Figure 1. Signal wires on met2 (run 1).
The bar under the picture is 50 um long.
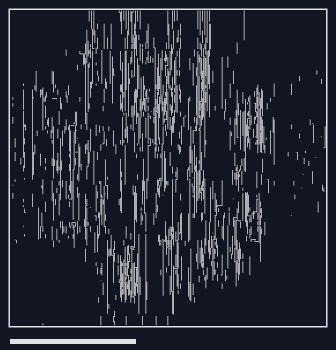
Figure 2. Placement by cell class (run 1).
The bar under the picture is 50 um long. Fill, decap, tap and diode cells in gray.
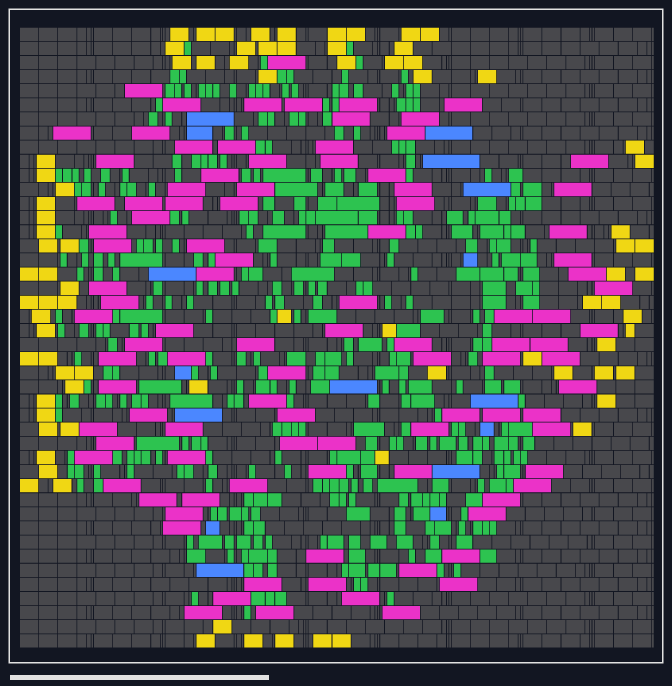
Figure 3. Placed standard cells (run 1).
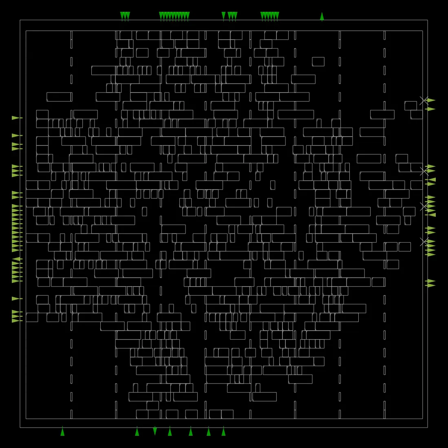
Figure 4. Floorplan with the power grid (run 1).
Pins as bars on the die edge. Tap cells in gray.
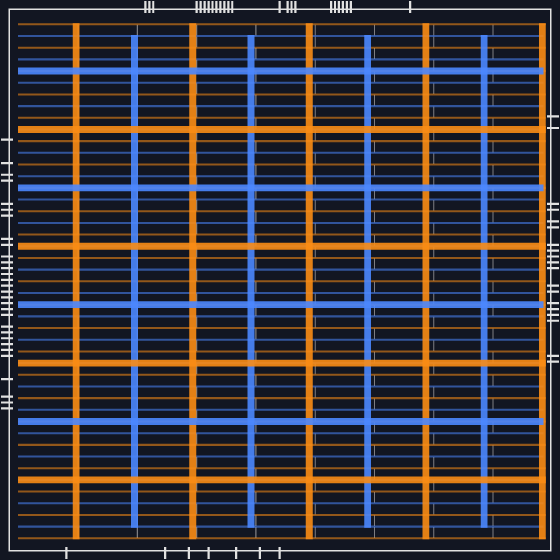
==> config.mk <==
export PLATFORM = sky130hd
export DESIGN_NAME = sevseg_scan_driver_flat
export DESIGN_NICKNAME = d
export VERILOG_FILES = /design/src/rtl/sevseg_scan_driver_if.sv /design/src/rtl/sevseg_scan_driver.sv /design/src/flat_wrapper.sv
export SDC_FILE = /design/constraint.sdc
export NUM_CORES = 1
export LEC_CHECK = 0
export CORE_MARGIN = 1.5
export CORE_UTILIZATION = 30
export DETAILED_ROUTE_END_ITERATION = 8
export GPL_ROUTABILITY_DRIVEN = 1
export PLACE_DENSITY = 0.53
export SETUP_SLACK_MARGIN = 0.05
export SYNTH_ARGS = -nofsm -noshare
export SYNTH_HDL_FRONTEND = slang
export SYNTH_SLANG_ARGS = --single-unit
==> constraint.sdc <==
create_clock -name clk -period 4.78 [get_ports clk]
set_input_delay 0.478 -clock clk [delete_from_list [all_inputs] [get_ports clk]]
set_output_delay 0.478 -clock clk [all_outputs]
set_load 0.01 [all_outputs]
==> run summary <==
Implementation results.

Setup repair after global routing left no endpoint under its margin. The initial antenna violation count is 0. The fraction of final layout cells sized beyond drive strength 1 is under 10%. The commonest register cell is dfxtp_1.

The proportion of synthesized flip-flops having asynchronous set or reset is 0%. Entering global routing, the biggest net connects 73 pins. The total overflow left after global routing is 0. After synthesis, the netlist uses ~45 different library cells. In the Yosys report, the sequential cells make up 44.7% of the chip area.

The minimum clock period after layout is around 3300 ps. The wire length of the first global-routing pass is around 19 mm. The flow ran to the end, but the final reports show violations.

The via-per-instance ratio is slightly below 5. For reference, the final report shows the max-slew violation count at 0. The layout report lists the multi-input gate area as around 2300 um2. The clock network fraction of design power is 41.9%. The clock-pin slew on the worst setup and hold paths is about 70 ps. The average routed wire per standard cell is between 10 and 15 um. The area growth from synthesis to layout is 26.6%.

The worst-case clock skew is 7.18 ps. The number of clock sinks seen by CTS is 101. TritonRoute reported its final design rule violation total as 4. In this run the full chip footprint comes out at roughly 16000 um2. The type of the worst min-delay path is reg2reg. The count of hold-fix buffers inserted at cts is 0. The post-synth net total is 602. Detailed placement ended at an HPWL of 8.08 mm. The leakage power is roughly 2.1 nW. The placement summary gives the final routability congestion estimate as between 0.8 and 0.9. The routed wire length is about 11 mm. STA reports a reg2reg setup slack of about 1500 ps. Summed over all routing layers, the global router reports a total usage of 14.6%. Per the post-synthesis report, the number of cells in the design is 527.

Counting cells, the worst reg-to-reg path comes to 5. The number of top-level pins is about 80. According to the timing report, the data required time at the worst endpoint equals around 4900 ps. Data arrives at the worst endpoint at 3480 ps.

After clock tree synthesis, the repair step resized 0 gates. The total number of cells along the worst setup path is 5. The number of cells in the yosys synthesis report is about 530. Per the CTS log, the root buffer master is clkbuf_16.

The post-layout net count is around 660. The master of the slowest instance on the critical path is dfxtp_1. The area taken by flip-flops and latches is about 2000 um2.

The sequential share of power is 49.5%. The kind of cell with the highest combined delay along the critical path is AND-OR/OR-AND gates. The number of enable flip-flop cells is 0.

The slew check shows that the tightest pin keeps a relative margin of about 26%. The quantity of I/O buffers inserted on ports is around 79. In this run the maximum-capacitance check reported violations numbering 0. Yosys reports a chip area of 4520 um2. For this run, the top clock speed supported by timing is 0.301 GHz. The insertion delay to the later sink of the worst-skew pair is around 350 ps.

CTS added clock buffers totalling 9. The core utilization before placement is 30.9%. The violation count after the first detailed-route iteration is between 200 and 300.

The count of H-tree levels built during CTS is 3. The number of filler cells placed in the layout is ~1500. The post-CTS setup-driven buffer insertion count is 0. The switching portion of total power comes to 23.6%. The transition time at the pin with the least slew margin is 1080 ps. TritonCTS built the clock tree.

STA classifies the critical path startpoint as a register. The power per cell area is between 300 and 400 nW/um2. The type of the worst setup path is reg2reg. The first detailed-routing pass took 6 iterations. The number of warning messages in the yosys log is 0. The mean instance size in the synthesized netlist is between 8 and 9 um2. The area of the mapped netlist is between 4000 and 5000 um2.

The number of global-route vias before repair came to roughly 3700. The design draws 1.80 mW. In the finished design, the share of the clock period the worst path needs comes to a little over two thirds.

The power report attributes to the combinational group a share of under 10%. The timing report notes that buffer and inverter cells on the critical path total 1. In this run the tools logged warnings totalling 37.

The critical-path maximum fanout is 22. Walking the worst path, the cells encountered are clkinv_1 -> a311oi_1 -> o211ai_1 -> a311oi_2 -> o221ai_1. The biggest cell delay along the critical path is just over 900 ps. The worst-case clock buffer depth is 2.

The worst setup path is captured at a register. The register with the most flip-flops in the layout has 32 of them. The antenna diode count is 0.

Per the final timing report, the hold violations number 0. In the final timing run, aggregate negative setup slack is 0 ps. The number of endpoints failing setup at the final stage is 0.

In the power breakdown, the internal column shows 1.37 mW. The checks that failed: design-rule violations. The remaining antenna violation count after routing is 0.

The worst hold path depth is 2. The post-synth register bit count is slightly above 100. The power dissipated by switching net loads is about 0.42 mW.
-- Figure 1 (at the start) --
- nets with wire on the layer: 516
- wire length on this layer: 4880 um
- share of all routed wire: 44%
- longest straight run: 39.9 um
global routing usage on met2: 22.1%
vias after detailed routing: 3822

-- Figure 2 (at the start) --
- flops: magenta (cells 101)
- clock drivers and dummy loads: blue (cells 16)
- combinational and other logic: green (cells 394)
- other buffers and delay cells: yellow (cells 82)
fraction of standard cell area that is sequential: 35.3%
final std cell area, no fill: 5720 um2
row count: 44
Core Box Area: 14600 um2
utilization after layout: 39.1%

-- Figure 3 (at the start) --
flop count: 101
count of placed standard cells in the final layout, fillers left out: 777

-- Figure 4 (at the start) --
- VSS: orange
- VDD: blue
- rows: 44
- tap cells: 184
- signal pins: 80
- met1 rails: 45
- met4 straps: 9
die boundary width: 126 um
VDD IR-drop max: 0.148 mV
die span in y: 126 um

run 1: Yosys cell counts (all sizes together) (8+ instances only):
cell    count  area share [%]
a21oi      71             7.9
buf        15             2.1
clkbuf     17             1.4
dfxtp     101              45
ha         15             4.2
inv        12             1.0
mux2i      11             2.4
mux4       12             6.0
nand2     144              12
nand3      19             2.1
nor2       26             2.2
nor4        8             1.2
xnor2       9             1.7
xor2        8             1.6
run 1: metal layers:
| layer | vias to the layer above | share of wire, % | track usage, % |
|---|---|---|---|
| met3 | 13 | 4.4 | 3.10 |
| met1 | 1806 | 50 | 20.2 |
| met5 | - | 0 | 0 |
| li1 | 1921 | - | - |
| met2 | 82 | 44 | 22.1 |
| met4 | 0 | 2.1 | 6.36 |
run 1: placed cells by master (no fill, tap or decap), types with 2 or more instances in the layout:
cell               n
ha_1              15
or3_1              2
nand3_1           19
mux2_2             2
and4_1             3
inv_1             11
nor3_1             7
clkbuf_16          9
xor2_1             8
buf_4              3
dfxtp_1          101
nand4_1            5
a211oi_1           2
a21oi_1           71
clkdlybuf4s50_1   78
nand2b_1           4
clkinvlp_4         3
mux4_2            12
nor2_1            26
nand2_1          144
or4_1              2
o31ai_1            2
xnor2_1            9
o221ai_1           4
nor4_1             7
o211ai_1           3
nand3b_1           2
o21ai_0            6
mux2i_1           11
run 1: worst register-to-register path, delay by kind of cell, from the launching register on:
kind                   cells  cell delay, ps
AND-OR/OR-AND              4            1680
buffers and inverters      1             530
flip-flops                 1             930
run 1: power by group through the flow:
| stage | registers, mW | clock network, mW | logic [mW] |
|---|---|---|---|
| 2_1_floorplan | 0.900 | 0 | 0.0859 |
| 3_3_place_gp | 0.909 | 0 | 0.152 |
| 3_5_place_dp | 0.909 | 0 | 0.155 |
| 4_1_cts | 0.889 | 0.777 | 0.156 |
| 5_1_grt | 0.892 | 0.809 | 0.171 |
| 6_report | 0.890 | 0.753 | 0.154 |
run 1: final cells by class:
type                    count  area share (%)
well taps                 184            4.02
repair buffers             82            14.1
inverters                  13           0.853
clock buffers              10            4.18
multi-input cells         381            40.2
flip-flops and latches    101            35.3
clock inverters             6            1.22
run 1: kinds of logic after synthesis:
family / Yosys count / share of synthesized area [%]
simple gates: 229 / 22.5
mux: 25 / 8.91
flops: 101 / 44.7
xor+xnor: 17 / 3.29
fa+ha+maj: 15 / 4.15
compound gates: 95 / 11.8
buf+inv: 45 / 4.57
run 1: per-stage QoR:
| stage | instance area, um2 | hold WS [ps] | setup slack [ps] | cells |
|---|---|---|---|---|
| 6_report | 5720 | 450 | 1460 | 777 |
| 5_1_grt | 5720 | 469 | 1100 | 777 |
| 4_1_cts | 5720 | 452 | 1440 | 777 |
| 3_5_place_dp | 5410 | 445 | 1440 | 761 |
| 3_3_place_gp | 5410 | 435 | 1460 | 761 |
| 2_1_floorplan | 4520 | 429 | 2600 | 527 |
Power is estimated from default activity; no workload was simulated.
